--- src/rtl/i2s_stereo_tx.sv ---
// I2S master transmitter: pairs alternating L/R samples, buffers pairs in a small FIFO
// and shifts them MSB-first with the one-bclk I2S data delay.
module i2s_stereo_tx #(
  parameter int DATA_W     = 16,
  parameter int SLOT_W     = 16,
  parameter int BCLK_DIV   = 4,
  parameter int FIFO_DEPTH = 4
) (
  input  logic                          clk,
  input  logic                          reset,
  input  logic [DATA_W-1:0]             sample_in,
  input  logic                          sample_valid,
  output logic                          i2s_bclk,
  output logic                          i2s_lrclk,
  output logic                          i2s_sdata,
  output logic [$clog2(FIFO_DEPTH):0]   fifo_level,
  output logic                          underrun,
  output logic                          overflow
);
  localparam int DW = (BCLK_DIV > 1) ? $clog2(BCLK_DIV) : 1;
  localparam int BW = (SLOT_W > 1) ? $clog2(SLOT_W) : 1;
  localparam int AW = $clog2(FIFO_DEPTH);
  localparam int LW = AW + 1;

  typedef struct packed {
    logic [DATA_W-1:0] l;
    logic [DATA_W-1:0] r;
  } pair_t;

  logic [DW-1:0]     div_cnt;
  logic [BW-1:0]     bit_cnt;
  logic              parity;     // 0: next accepted sample is left
  logic [DATA_W-1:0] l_latch;
  logic [DATA_W-1:0] r_hold;
  logic [DATA_W-1:0] shreg;
  logic              last_lsb;   // LSB of the word in flight, sent at the next slot start
  pair_t             mem [FIFO_DEPTH];
  pair_t             head;
  logic [AW-1:0]     wr_ptr, rd_ptr;

  logic div_tc, fall, slot_start, left_start, push_req, pop, push;

  always_comb begin
    div_tc     = (div_cnt == DW'(BCLK_DIV - 1));
    fall       = div_tc && i2s_bclk;
    slot_start = fall && (bit_cnt == BW'(SLOT_W - 1));
    left_start = slot_start && i2s_lrclk;
    push_req   = sample_valid && parity;
    pop        = left_start && (fifo_level != '0);
    // a pop in the same cycle frees the slot the push needs
    push       = push_req && ((fifo_level != LW'(FIFO_DEPTH)) || pop);
    head       = mem[rd_ptr];
  end

  always_ff @(posedge clk) begin
    if (push) mem[wr_ptr] <= {l_latch, sample_in};
  end

  always_ff @(posedge clk) begin
    if (reset) begin
      div_cnt    <= '0;
      i2s_bclk   <= 1'b0;
      i2s_lrclk  <= 1'b1;
      i2s_sdata  <= 1'b0;
      bit_cnt    <= BW'(SLOT_W - 1);
      parity     <= 1'b0;
      l_latch    <= '0;
      r_hold     <= '0;
      shreg      <= '0;
      last_lsb   <= 1'b0;
      wr_ptr     <= '0;
      rd_ptr     <= '0;
      fifo_level <= '0;
      underrun   <= 1'b0;
      overflow   <= 1'b0;
    end else begin
      underrun <= 1'b0;
      overflow <= 1'b0;
      div_cnt  <= div_tc ? '0 : div_cnt + 1'b1;
      if (div_tc) i2s_bclk <= ~i2s_bclk;

      if (sample_valid) begin
        parity <= ~parity;
        if (!parity)   l_latch  <= sample_in;
        else if (!push) overflow <= 1'b1;
      end

      if (push) wr_ptr <= wr_ptr + 1'b1;
      if (pop)  rd_ptr <= rd_ptr + 1'b1;
      if (push && !pop)      fifo_level <= fifo_level + 1'b1;
      else if (pop && !push) fifo_level <= fifo_level - 1'b1;

      if (fall) begin
        bit_cnt <= slot_start ? '0 : bit_cnt + 1'b1;
        if (slot_start) begin
          i2s_lrclk <= ~i2s_lrclk;
          i2s_sdata <= (SLOT_W == DATA_W) ? last_lsb : 1'b0;
          if (!i2s_lrclk) begin
            shreg    <= r_hold;
            last_lsb <= r_hold[0];
          end else if (pop) begin
            shreg    <= head.l;
            r_hold   <= head.r;
            last_lsb <= head.l[0];
          end else begin
            shreg    <= '0;
            r_hold   <= '0;
            last_lsb <= 1'b0;
            underrun <= 1'b1;
          end
        end else begin
          // shifting zeros in makes bits beyond DATA_W come out as 0
          i2s_sdata <= shreg[DATA_W-1];
          shreg     <= shreg << 1;
        end
      end
    end
  end
endmodule

--- config.mk ---
export PLATFORM = sky130hd
export DESIGN_NAME = i2s_stereo_tx
export DESIGN_NICKNAME = d
export VERILOG_FILES = /design/src/rtl/i2s_stereo_tx.sv
export SDC_FILE = /design/constraint.sdc
export NUM_CORES = 1
export LEC_CHECK = 0
export ABC_AREA = 1
export CAP_MARGIN = 20
export CORE_AREA = 3 3 132 146
export CTS_CLUSTER_DIAMETER = 100
export DETAILED_ROUTE_END_ITERATION = 7
export DIE_AREA = 0 0 135 149
export MAX_ROUTING_LAYER = met4
export PLACE_DENSITY_LB_ADDON = 0.08
export SLEW_MARGIN = 5
export SYNTH_ARGS = -nofsm -noshare
export SYNTH_HDL_FRONTEND = slang
export SYNTH_SLANG_ARGS = --single-unit
--- constraint.sdc ---
create_clock -name clk -period 8.8 [get_ports clk]
set_input_delay 1.32 -clock clk [delete_from_list [all_inputs] [get_ports clk]]
set_output_delay 1.32 -clock clk [all_outputs]
set_load 0.005 [all_outputs]
==> results.cfg, run 1 <==
; yosys + openroad results
[finish]
drive_above_1_share_pct = 6.84
syn_to_final_growth_pct = 13.7
utilization_pct = 50.0
layout_top_cells = nand2_1, nor2_1, edfxtp_1

[synthesis]
yosys.area_share.simple_pct = 19.0
synth.distinct_cells = 33
ys_area_um2 = 7840
yosys.area.top_type = edfxtp_1
area_leaders = edfxtp_1, dfxtp_1, nand2_1
xor_area_share_pct = 0.224
topCombFamilyByArea = simple AND/OR/NAND/NOR gates

[cts]
hold_buffers = 0
cts.sinks = 198
htreeDepth = 4
postCtsResizedCells = 0
cts_tree = yes
cts_buffers = 17

[sta]
rsz0062_at_grt = no
hold_violations = 0
worst_slack_ns = 5.89
finalCriticalPeriod_ns = 2.91
finClkSkew_ns = 0.0148
fin_setup_tns_ns = 0
whs_ns = 0.437
tightest_slew_ns = 0.839

[power]
netSwitchingPower_uw = 411
power_mw = 1.90
leakagePower_nw = 3.27

[placement]
hpwlAfterDp_um = 9580
portBuffers = 26
dp_slack_ns = 5.47

[floorplan]
initCoreUtil_pct = 44.0
num_rows = 51
pin_count = 27
die_y_um = 149

[status]
status = completed

[job]
log.warning_count = 29
cap_violations = 0

[setup_path]
worstSetupEndpointType = register

[global_routing]
use_met3_pct = 3.68

[detailed_routing]
drtIter0Drc = 349
vias = 5274
-- run 1: sequential cells by signal, indices dropped and copies added (netlist names), 2 cells and up, named ones only --
signal	flops
bit_cnt	4
fifo_level	3
rd_ptr	2
l_latch	16
div_cnt	2
shreg	16
wr_ptr	2
mem	128
r_hold	16
-- run 1: final timing paths --
check	from	to	slack, ns	cells past startpoint
setup / recovery	sample_valid	fifo_level[2]	5.89	10
hold / removal	div_cnt[0]	div_cnt[0]	0.44	1
setup reg to reg	div_cnt[0]	fifo_level[2]	5.92	12
hold reg to reg	div_cnt[0]	div_cnt[0]	0.44	1
-- run 1: power by group through the flow --
stage          Sequential, mW  Clock [mW]  Combinational (mW)
4_1_cts                  1.02       0.827              0.0697
5_1_grt                  1.03       0.868              0.0779
6_report                 1.02       0.812              0.0684
2_1_floorplan            1.04           0              0.0378
3_5_place_dp             1.04           0              0.0691
3_3_place_gp             1.04           0              0.0676
-- run 1: area by class of cell --
cell class                      count  area (µm²)
Fill cell                        1616        8900
Sequential cell                   198        5250
Multi-Input combinational cell    525        2290
Clock buffer                       18         429
Timing Repair Buffer               36         348
Tap cell                          238         298
Clock inverter                     14         186
Inverter                           28         105
-- run 1: cells by family after synthesis --
group | Yosys count
AOI/OAI and AO/OA | 130
xor gates and xnor gates | 2
adders and majority gates | 8
buffers and inverters | 66
DFF | 198
and+or+nand+nor | 385
-- run 1: layer usage --
layer	share of wire, %	wire (µm)
met5	0	0
met4	1.6	280
met1	47	7930
met3	3.9	669
met2	48	8170
-- run 1: Yosys cell counts --
library cell / instances
a21oi_1: 36
a21oi_2: 2
a31oi_1: 1
buf_1: 3
buf_2: 11
buf_4: 2
buf_6: 4
clkbuf_1: 17
clkbuf_8: 1
clkinv_1: 1
dfxtp_1: 70
edfxtp_1: 128
fa_1: 1
ha_1: 7
inv_1: 26
inv_2: 1
nand2_1: 206
nand2_2: 1
nand3_1: 2
nand3_2: 1
nand3b_1: 1
nand4_1: 1
nor2_1: 164
nor2_2: 1
nor2_4: 2
nor3_1: 4
nor3b_1: 1
o21ai_0: 87
o21ai_1: 2
o22a_1: 1
o31ai_1: 1
or2_2: 1
xor2_1: 2
-- run 1: worst max-delay path, cell delays in order --
cell	delay [ns]
clkdlybuf4s50_1	0.50
nand2_1	0.11
a21oi_2	0.20
ha_1	0.18
inv_1	0.06
fa_1	0.38
a21oi_1	0.15
o21ai_0	0.12
o21ai_0	0.15
a21oi_1	0.05
Run 1, ports around the boundary:
Scale: 3 px per µm. Pins as bars across the die edge, other pins in grey.
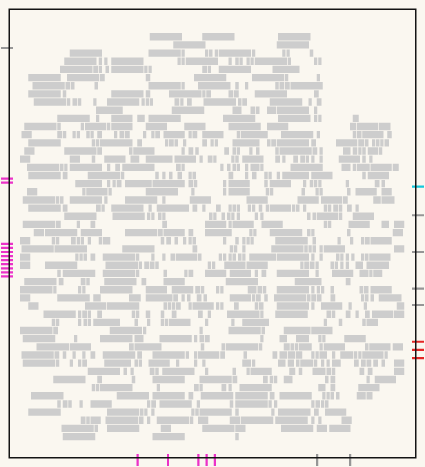
legend:
  fifo_level:
    colour: red
    pins: 3
    direction: output
    edge: right
  i2s_sdata:
    colour: cyan
    pins: 1
    direction: output
    edge: right
  sample_in:
    colour: magenta
    pins: 16
    direction: input
    edge: 11 left, 5 bottom

Run 1, placement view:
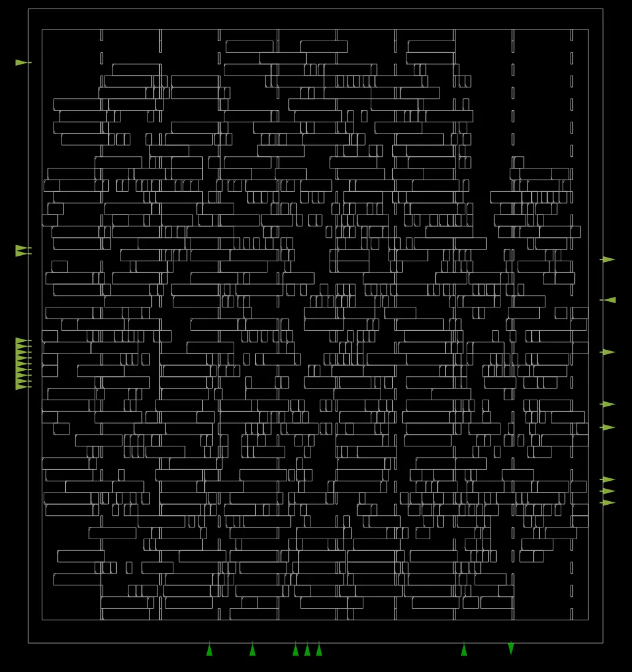
Flops: 198
Finished Layout Cells: 1057

Run 1, port wiring:
Scale: 2 px per µm.
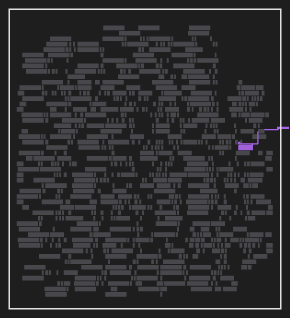
legend:
  i2s_sdata:
    colour: purple
    bits: 1
    direction: output
    edge: right
    end_cells: 1
    buffers: 1
    wire: 26.8 µm

==> inputs of run 2 (changes only) <==
clock period = 2.8 ns   (was 8.8 ns; I/O delays follow)
Run 2, gate families picked out:
Scale: 3 px per µm.
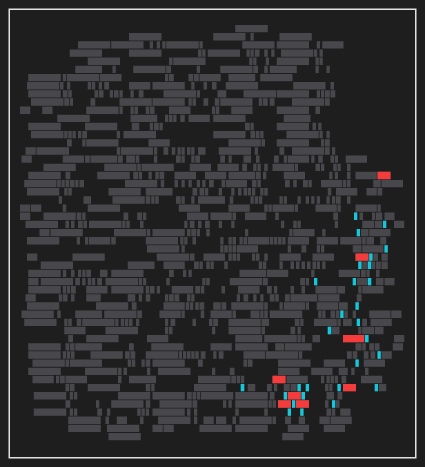
legend:
  inverters:
    colour: cyan
    cells: 28
  adder and majority cells:
    colour: red
    cells: 8
    where: lower right

==> run 2 against run 1 <==
Core utilization increased by 0.43 points. Non-clock buffer count is 9 higher. First-iteration DRC count up 7.2%. Cell area grew 0.86%. Setup slack got worse by 5.6 ns. Register-to-register slack worse by 5.6 ns. Final cell count up 0.85%. Critical path type is now register to register. Largest cell class unchanged. Highest routed layer unchanged.
==> results.cfg, run 2 <==
; yosys + openroad results
[synthesis]
area_leaders = edfxtp_1, dfxtp_1, nand2_1
yosys.area.top_type = edfxtp_1
synth.distinct_cells = 33
synth-main-ff-cell = edfxtp_1
ys_area_um2 = 7840
synth.top_cells.by_count = nand2_1, nor2_1, edfxtp_1
most_common_cell = nand2_1

[detailed_routing]
dr_wl_met2_um = 8220
drtIter0Drc = 374
top_layer = met4
wl_met1_um = 7890

[hold_path]
hp-start = div_cnt[0]

[sta]
finalCriticalPeriod_ns = 2.46
hold_violations = 0
rsz0062_at_grt = no
whs_ns = 0.436
tightest_slew_ns = 0.728
finClkSkew_ns = 0.0106

[status]
status = completed

[finish]
fin_cells = 1066
nFillCells = 1596
syn_to_final_growth_pct = 14.6
largest_register = mem
layout_top_cells = nand2_1, nor2_1, edfxtp_1
comb_area_um2 = 2290
drive_above_1_share_pct = 7.49

[cts]
cts_buffers = 17
htreeDepth = 4
cts.sinks = 198
hold_buffers = 0

[floorplan]
num_rows = 51
die_y_um = 149

[setup_path]
max_stage_delay_ns = 0.38
worstSetupEndpointType = register
reg2reg_to = fifo_level[2]
critPathSlowestCell = fa_1
path_cells = ha_1 -> nand2_2 -> nor2_4 -> nand3_2 -> a21oi_2 -> ha_1 -> inv_1 -> fa_1 -> a21oi_1 -> o21ai_0 -> o21ai_0 -> a21oi_1
reg2reg_depth = 12
r2r_slack_ns = 0.34

[job]
cap_violations = 0
log.warning_count = 30

[power]
leakagePower_nw = 3.30

[placement]
hpwlAfterDp_um = 10100
portBuffers = 26
run 2: cell counts after synthesis:
No cell type changed its count.
run 2: logic make-up after synthesis:
logic type	Yosys count	share of synthesized area, %
adders and majority gates	8	1.37
and+or+nand+nor	385	19.0
AOI/OAI and AO/OA	130	8.49
buffers and inverters	66	3.94
DFF	198	66.9
xor gates and xnor gates	2	0.224
run 2: area by class of cell:
| cell class | count | share of cell area (%) |
|---|---|---|
| clock buffer | 20 | 4.97 |
| clock inverter | 12 | 1.43 |
| inverter | 28 | 1.17 |
| multi-input combinational | 525 | 25.5 |
| sequential | 198 | 58.4 |
| tap | 238 | 3.32 |
| timing repair buffer | 45 | 5.18 |
run 2: worst max path at each step:
stage / slack, ns / to / cells after the start
after floorplan: -0.12 / mem[1][0] / 7
after global placement: 0.37 / fifo_level[2] / 10
after detailed placement: 0.35 / fifo_level[2] / 12
after CTS: 0.31 / fifo_level[2] / 12
after global routing: 0.1 / fifo_level[2] / 12
final: 0.34 / fifo_level[2] / 12
run 2: critical path, delay by kind of cell (launching register included):
family                     cells  cell delay, ns
adders and majority gates      3            0.79
DFF                            1            0.34
and+or+nand+nor                3            0.43
buffers and inverters          1            0.07
AOI/OAI and AO/OA              5            0.74
run 2: power breakdown:
part           switching (mW)  internal [mW]  total [mW]  leakage [nW]
combinational           0.140         0.0836       0.223          1.29
sequential             0.0391           3.18        3.22          1.74
clock                    1.03           1.34        2.37         0.278
total                    1.21           4.60        5.81          3.30
run 2: through the flow:
stage	TNS, ns	total power, mW	worst slack [ns]	util, %
floorplan	-15.83	3.39	-0.124	-
global placement	0	3.50	0.372	47.2
detailed placement	0	3.51	0.351	47.2
CTS	0	5.87	0.309	50.5
global route	0	6.02	0.0954	50.5
finish	0	5.81	0.336	50.5
run 2: layer usage:
layer	global-route usage [%]	vias up
met2	29.6	95
met5	-	-
met1	23.8	2452
met4	5.70	0
li1	-	2654
met3	3.61	22
Power figures rest on the tool's default switching activity, not on a simulated workload.
